===== src/rtl/ccff_bitstream_loader_pkg.sv =====
// Shared types and constants for the configuration-chain loader.
package ccff_pkg;
  typedef enum logic [1:0] {IDLE, WAIT_BYTE, SHIFT, DONE} state_t;

  localparam logic [15:0] CRC16_POLY = 16'h1021;
  localparam logic [15:0] CRC16_INIT = 16'hFFFF;
endpackage


===== src/rtl/ccff_bitstream_loader_if.sv =====
// Byte-stream valid/ready channel feeding the loader.
interface ccff_bitstream_loader_if;
  logic [7:0] cfg_data;
  logic       cfg_valid;
  logic       cfg_ready;

  modport master (output cfg_data, output cfg_valid, input  cfg_ready);
  modport slave  (input  cfg_data, input  cfg_valid, output cfg_ready);
endinterface


===== src/rtl/ccff_bitstream_loader_crc16.sv =====
// Serial CRC-16-CCITT (MSB-first, no reflection), one bit per enabled clock.
module ccff_crc16_serial
  import ccff_pkg::*;
(
  input  logic        clk,
  input  logic        rst,
  input  logic        clear,
  input  logic        en,
  input  logic        din,
  output logic [15:0] crc
);
  logic [15:0] crc_q, crc_d;
  logic        fb;

  always_comb begin
    fb    = crc_q[15] ^ din;
    crc_d = crc_q;
    if (clear)   crc_d = CRC16_INIT;
    else if (en) crc_d = {crc_q[14:0], 1'b0} ^ (fb ? CRC16_POLY : 16'h0000);
  end

  always_ff @(posedge clk or posedge rst)
    if (rst) crc_q <= CRC16_INIT;
    else     crc_q <= crc_d;

  assign crc = crc_q;
endmodule


===== src/rtl/ccff_bitstream_loader.sv =====
// Serializes configuration bytes MSB-first into the fabric chain and
// CRCs the previous configuration as it falls out of ccff_tail.
module ccff_bitstream_loader
  import ccff_pkg::*;
#(
  parameter int CHAIN_LEN = 18,
  parameter int CNT_W     = $clog2(CHAIN_LEN + 1)
) (
  input  logic                   prog_clk,
  input  logic                   prog_reset,
  input  logic                   cfg_start,
  ccff_bitstream_loader_if.slave cfg,
  output logic                   ccff_head,
  input  logic                   ccff_tail,
  output logic                   chain_shift_en,
  output logic                   cfg_busy,
  output logic                   cfg_done,
  output logic [15:0]            tail_crc
);
  localparam logic [CNT_W-1:0] LAST = CNT_W'(CHAIN_LEN);

  state_t           state_q, state_d;
  logic [7:0]       sr_q, sr_d;
  logic [3:0]       bcnt_q, bcnt_d;
  logic [CNT_W-1:0] cnt_q, cnt_d;
  logic             head_q, head_d;
  logic             en_q, en_d;
  logic             start_ok;

  assign start_ok = cfg_start && (state_q == IDLE || state_q == DONE);

  // cnt_q counts bits already presented, including the one now on ccff_head,
  // so the chain-length test wins over the end-of-byte test mid-byte.
  always_comb begin
    state_d = state_q;
    sr_d    = sr_q;
    bcnt_d  = bcnt_q;
    cnt_d   = cnt_q;
    head_d  = head_q;
    en_d    = en_q;
    case (state_q)
      IDLE, DONE: if (cfg_start) begin
        state_d = WAIT_BYTE;
        cnt_d   = '0;
      end
      WAIT_BYTE: if (cfg.cfg_valid) begin
        head_d  = cfg.cfg_data[7];
        sr_d    = {cfg.cfg_data[6:0], 1'b0};
        bcnt_d  = 4'd1;
        cnt_d   = cnt_q + 1'b1;
        en_d    = 1'b1;
        state_d = SHIFT;
      end
      SHIFT: if (cnt_q == LAST) begin
        head_d  = 1'b0;
        en_d    = 1'b0;
        state_d = DONE;
      end else if (bcnt_q == 4'd8) begin
        head_d  = 1'b0;
        en_d    = 1'b0;
        state_d = WAIT_BYTE;
      end else begin
        head_d  = sr_q[7];
        sr_d    = {sr_q[6:0], 1'b0};
        bcnt_d  = bcnt_q + 4'd1;
        cnt_d   = cnt_q + 1'b1;
      end
      default: state_d = IDLE;
    endcase
  end

  always_ff @(posedge prog_clk or posedge prog_reset)
    if (prog_reset) begin
      state_q <= IDLE;
      sr_q    <= '0;
      bcnt_q  <= '0;
      cnt_q   <= '0;
      head_q  <= 1'b0;
      en_q    <= 1'b0;
    end else begin
      state_q <= state_d;
      sr_q    <= sr_d;
      bcnt_q  <= bcnt_d;
      cnt_q   <= cnt_d;
      head_q  <= head_d;
      en_q    <= en_d;
    end

  // en_q is high exactly in SHIFT, so ready and shift enable never overlap.
  assign cfg.cfg_ready   = (state_q == WAIT_BYTE);
  assign cfg_busy        = (state_q == WAIT_BYTE) || (state_q == SHIFT);
  assign cfg_done        = (state_q == DONE);
  assign ccff_head       = head_q;
  assign chain_shift_en  = en_q;

  ccff_crc16_serial u_crc (
    .clk   (prog_clk),
    .rst   (prog_reset),
    .clear (start_ok),
    .en    (en_q),
    .din   (ccff_tail),
    .crc   (tail_crc)
  );
endmodule


===== src/flat_wrapper.sv =====
// flat-port wrapper written by rule: the top's interface ports become plain ports
module ccff_bitstream_loader_flat import ccff_pkg::*;
#(
  parameter int CHAIN_LEN = 18,
  parameter int CNT_W     = $clog2(CHAIN_LEN + 1)
)
  (prog_clk, prog_reset, cfg_start, ccff_head, ccff_tail, chain_shift_en, cfg_busy, cfg_done, tail_crc, cfg_cfg_data, cfg_cfg_valid, cfg_cfg_ready);
  ccff_bitstream_loader_if cfg_i ();
  input  logic prog_clk;
  input  logic prog_reset;
  input  logic cfg_start;
  output logic ccff_head;
  input  logic ccff_tail;
  output logic chain_shift_en;
  output logic cfg_busy;
  output logic cfg_done;
  output logic [15:0] tail_crc;
  input wire logic [$bits(cfg_i.cfg_data)-1:0] cfg_cfg_data;
  input wire logic [$bits(cfg_i.cfg_valid)-1:0] cfg_cfg_valid;
  output wire logic [$bits(cfg_i.cfg_ready)-1:0] cfg_cfg_ready;
  assign cfg_i.cfg_data = cfg_cfg_data;
  assign cfg_i.cfg_valid = cfg_cfg_valid;
  assign cfg_cfg_ready = cfg_i.cfg_ready;
  ccff_bitstream_loader #(.CHAIN_LEN(CHAIN_LEN), .CNT_W(CNT_W)) u_core (.prog_clk(prog_clk), .prog_reset(prog_reset), .cfg_start(cfg_start), .cfg(cfg_i), .ccff_head(ccff_head), .ccff_tail(ccff_tail), .chain_shift_en(chain_shift_en), .cfg_busy(cfg_busy), .cfg_done(cfg_done), .tail_crc(tail_crc));
endmodule

===== config.mk =====
export PLATFORM = sky130hd
export DESIGN_NAME = ccff_bitstream_loader_flat
export DESIGN_NICKNAME = d
export VERILOG_FILES = /design/src/rtl/ccff_bitstream_loader_pkg.sv /design/src/rtl/ccff_bitstream_loader_if.sv /design/src/rtl/ccff_bitstream_loader_crc16.sv /design/src/rtl/ccff_bitstream_loader.sv /design/src/flat_wrapper.sv
export SDC_FILE = /design/constraint.sdc
export NUM_CORES = 1
export LEC_CHECK = 0
export CAP_MARGIN = 30
export CORE_ASPECT_RATIO = 0.9
export CORE_MARGIN = 5
export CORE_UTILIZATION = 45
export CTS_BUF_LIST = sky130_fd_sc_hd__clkbuf_2 sky130_fd_sc_hd__clkbuf_4 sky130_fd_sc_hd__clkbuf_8
export CTS_CLUSTER_SIZE = 8
export DETAILED_ROUTE_END_ITERATION = 12
export PLACE_DENSITY = 0.66
export SYNTH_ARGS = -nofsm -noshare
export SYNTH_HDL_FRONTEND = slang
export SYNTH_SLANG_ARGS = --single-unit

===== constraint.sdc =====
create_clock -name prog_clk -period 1.9 [get_ports prog_clk]
set_input_delay 0.38 -clock prog_clk [delete_from_list [all_inputs] [get_ports prog_clk]]
set_output_delay 0.38 -clock prog_clk [all_outputs]
set_load 0.1 [all_outputs]

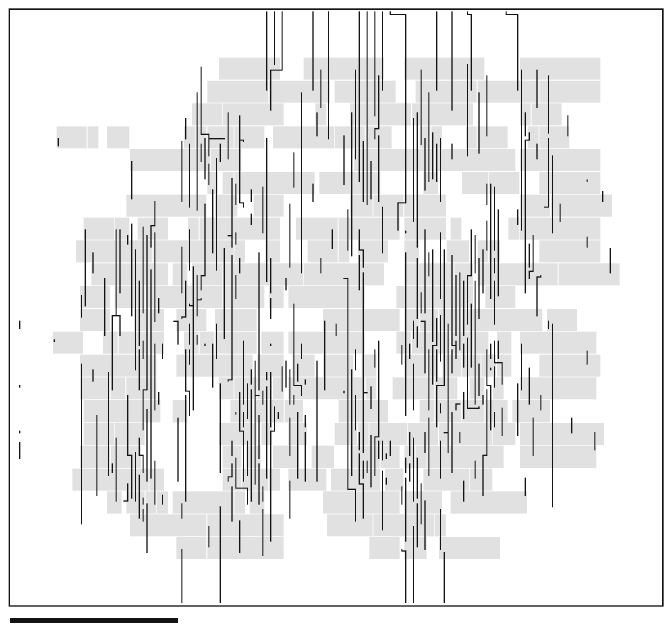
Figure 1: met2 routing.
Scale bar: 20 um. Cells faint in the background.
longest straight run	25.1 um
wire length on this layer	1930 um
main direction	vertical
share of all routed wire	48%
nets with wire on the layer	192
final wirelength: 4.02 mm
met2 Resource Use GR: 24.7%
Via Count: 1419

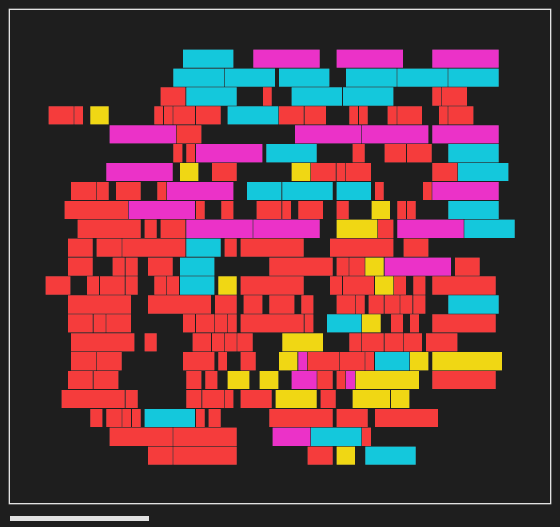
Figure 2: sizing map.
Scale bar: 20 um.
color	size	cells	share	most used
yellow	x3 and x4	20	9.3%	buf_4
magenta	x2	20	9.3%	dfstp_2
red	x1 and smaller	147	68%	mux2i_1
cyan	x6 and larger	28	13%	buf_12
cell area after layout: 0.00263 sq mm
nonclk buf count: 44

==> reports/results.ini <==
[flow_run]
warnings=32

[floorplanning]
die_x_um=77.7

[global_route]
antenna_found_initial=0
grt_max_degree=37

[setup_path]
r2r_start=u_core.state_q[1]
r2r-end=u_core.bcnt_q[2]
crit_required_ns=1.52

[sta]
finalClockSkew_ns=0.00886
relSlewSlack_pct=66.3

[status]
status=finished, final reports clean

[cells_and_area]
postLayoutCoreUtil_pct=64.9
syn2layout_area_growth_pct=41.5
stdcell_count=263
final_nets=235

[synth]
area_leaders=dfrtp_1 27%, dfstp_2 23%, mux2i_1 12%
synth-main-ff-cell=dfrtp_1
top_cell=mux2i_1
synthCells=171
netlist.area_leader.share_pct=27.0

[hold_path]
min_path_type=input port to async pin

[routing]
drc=0
detail_route.wl_per_cell_um=15.3

[cts]
cts_tree=yes

final cells by class:
| type | count | area (sq um) | share of cell area (%) |
|---|---|---|---|
| Multi-Input combinational cell | 118 | 881 | 33.5 |
| Sequential cell | 36 | 921 | 35.1 |
| Inverter | 9 | 37.5 | 1.43 |
| Clock buffer | 8 | 104 | 3.95 |
| Timing Repair Buffer | 44 | 623 | 23.7 |
| Tap cell | 48 | 60.1 | 2.29 |
sequential cells by signal, indices dropped and copies added (netlist names):
signal and count:
u_core.ccff_head 1, u_core.bcnt_q 4, u_core.u_crc.crc 16, u_core.sr_q 7
u_core.state_q 2, u_core.cnt_q 5, u_core.chain_shift_en 1
